Design dmem_arbiter, sky130hd; sources not shown.
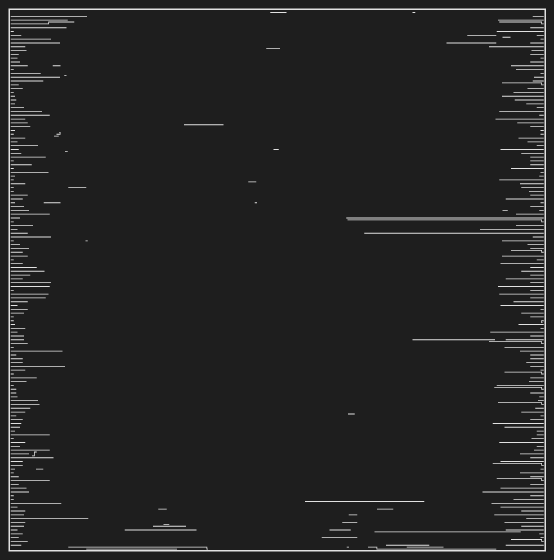
(images/met3.png)
share of all routed wire	9.4%
main direction	horizontal
wire length on this layer	2600 µm
longest straight run	70.3 µm
nets with wire on the layer	310
vias: 5128
M3 GR Usage: 3.31%
WL final: 27700 µm

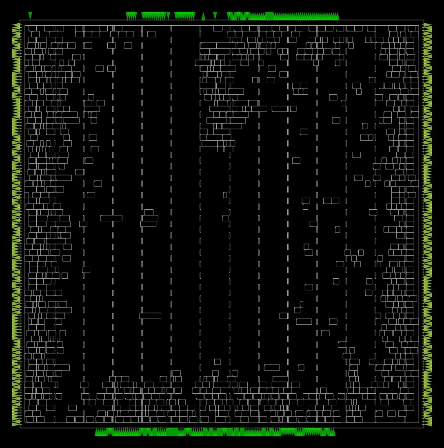
(images/final_placement.png)
number of tapcells: 461
Row Count: 69
Core Area: 0.0350 mm²
Seq Cell Count: 6

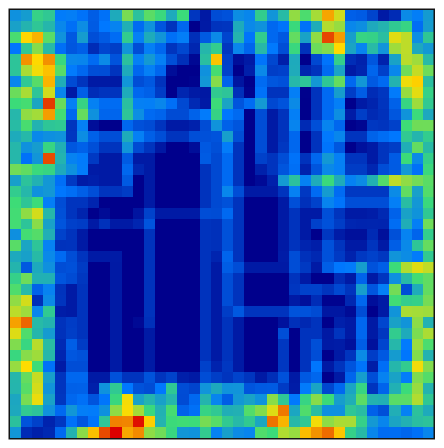
(images/wire_density.png)
The die is cut into 38 by 39 equal tiles; dark blue is low, red is high, scaled to the fullest tile. Values are wire area over tile area, all layers added.
mean over tiles	0.12
tiles over half the peak	12%
fullest tile	0.52
emptiest ninth of the die	center
WL per Instance: 20.0 µm
Total GRT Usage: 13.7%

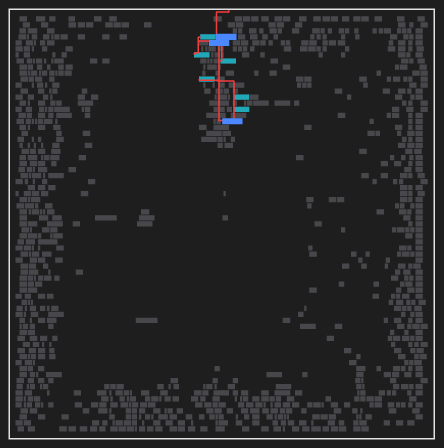
(images/clock_map.png)
[blue] cells driving clock nets | count: 3
[cyan] flip-flops | count: 6
[red] clock wires | length: 133 µm
routed clock nets	4
P_clk: 184 µW
Clk pwr share: 19.7%

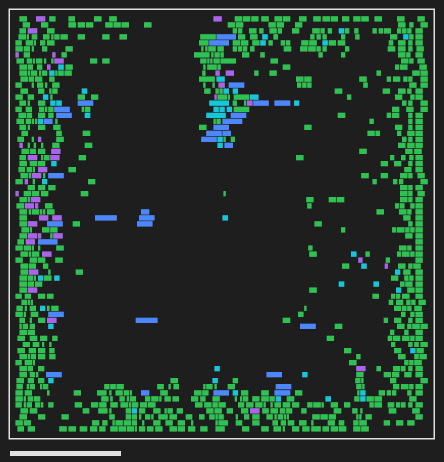
(images/drive_strength.png)
The bar under the picture is 50 µm long.
color	size	cells	share
green	drive 1 or less	806	87%
blue	drive 6 and up	32	3.5%
cyan	drive 3 to 4	49	5.3%
purple	drive 2	39	4.2%
final instance area: 0.00867 mm²
fin worst setup slack: 0.0469 ns

==> deck_impl_summary.md <==
Flow Results at a Glance

Run status
  – Status: complete, no violations

Critical path
  – Worst path slowest cell: dlygate4sd2_1
  – Critical path arrival: 2.60 ns
  – CP Cell Sequence: dlygate4sd2_1 -> nand2_2 -> a21oi_2 -> buf_4 -> ha_4 -> buf_6 -> buf_12 -> buf_16 -> buf_6 -> a22oi_1 -> nor2_1 -> dlygate4sd2_1
  – Crit path max-delay family: buffers and inverters
  – Max stage delay on crit path: approximately 0.26 ns
  – Worst Setup Path Type: in -> out
  – CP Launch Type: primary input
  – R2R Setup Slk: approximately 1.5 ns
  – Crit. End Element: output port
  – Required time of the critical path: 2.64 ns

Routing
  – Remaining DRCs: 0
  – WL met1: between 10000 and 15000 µm
  – Vias per inst: 3.70
  – Initial DRC count: 161
  – Highest metal used: met4
  – Final ANT Viol Nets: 0
  – Metal3 WL: 2600 µm
  – Routed wl met2: between 10000 and 15000 µm

Synth
  – Synthesized cell area: 0.00251 mm²
  – Synth async-reset ratio: 0%
  – Post-synth EDFFs: 0
  – Avg Synthesized Cell Area: about 6.1 µm²
  – Synthesis area per yosys: approximately 0.0025 mm²
  – Mux frac, synth: 0.398%
  – Yosys top cell by area: and2_1
  – Post-synthesis cell count: 411
  – Syn_nets: ~680
  – Cell area leaders: and2_1 32%, a22oi_1 29%, nor2_1 15%, dfxtp_1 4.8%, buf_2 4.4%
  – Seq share, synth: 4.78%
  – AND/OR/NAND/NOR Cells, Area Fraction: roughly half
  – Top comb family, area: simple AND/OR/NAND/NOR gates
  – Flops & latches, synth: 6
  – Main synth FF type: dfxtp_1
  – Yosys top cell by instances: and2_1
  – Yosys warns: 0
  – Yosys cell count: ~410
  – Dominant cell area share: 32.1%
  – Synth Area in Adders: approximately 2.5%
  – Aoi share: a little under 30%
  – XOR/XNOR Fraction of Synth Area: less than 1%

Place
  – DP HPWL: 23200 µm
  – Setup WS pre-CTS: -0.448 ns
  – Routability Congestion: between 0.8 and 0.9
  – Placed cell areas: between 0.008 and 0.009 mm²

Clocking
  – TritonCTS Buffers: 3
  – Clock Root Buffer: clkbuf_16
  – Clock Pin Slew Worst Setup and Hold Paths: about 0.03 ns
  – Post-cts sizing count: roughly 130
  – CTS H-tree lvls: 1
  – Clk ins delay skew pair: about 0.23 ns
  – Clk buf depth: 2
  – Post-CTS setup buffer count: 20
  – Hold-fix buffers, CTS: 0

Power
  – Sequential power: ~70 µW
  – Top power group: combinational cells
  – Worst VDD drop: around 0.19 mV
  – Combinational power share: between 70 and 80%
  – Sw Pwr: about 280 µW
  – Switching part of the total: a little under a third
  – Comb power: 679 µW
  – Pwr/cell area: approximately 110 mW/mm²
  – Leak: between 0.003 and 0.004 µW
  – Internal Power: roughly 650 µW
  – Register share of total power: 7.5%

Timing
  – Highest Clock Rate: ~280 MHz
  – Worst slew pin tran: ~0.28 ns
  – Max Slew Vio Count: 0
  – Rel. slew slack: about four fifths
  – RSZ-0062 raised after global routing: yes
  – Final setup fails: 0
  – Tmin final: around 3.5 ns
  – Worst hold slack: about 0.45 ns
  – Hold Vio Cnt, Final: 0
  – Part of the cycle the worst path needs: a little over nine tenths
  – Fin Setup TNS: 0 ns

Final layout
  – Nonclk buf count: approximately 560
  – NonClk Buf Share: between 60% and 70%
  – Most common logic cells in the final layout: 384 x clkdlybuf4s50_1, 129 x and2_1, 100 x nor2_1
  – End-of-flow core utilization: about a quarter
  – MI comb area: between 0.002 and 0.0025 mm²
  – Nets: 1195
  – Max FFs per register: 4
  – Clock Buffer Count: 3
  – Nonclk inv count: 6
  – Comb area share: approximately a quarter
  – Area added between synthesis and finish: 245%
  – Most numerous logic cell after layout: clkdlybuf4s50_1
  – Layout cells sized above 1: 13.0%
  – Fillers: 3869
  – Seq/total area: between 1 and 1.5%
  – Clock buf/inv share: 0.866%
  – Finished Layout Cells: 1387
  – Total inserted antenna cells: 0

Job
  – Log Warnings: 30

GRT
  – Met1 usage: about 16%
  – GR peak layer: met2
  – First-pass GRT wire length: 36000 µm
  – Initial antenna violation count: 3
  – M2 GR Usage: around 26%
  – Largest net degree at the start of global routing: 60
  – Vias in the first global route: a little over 5000

Floorplanning
  – Die height: 193 µm
  – Die Span X: between 150 and 200 µm
  – Die area: between 0.03 and 0.04 mm²

Worst hold path
  – Type of the tightest min-delay check: reg -> reg
  – Worst Hold Depth: 2
Power figures rest on the tool's default switching activity, not on a simulated workload.
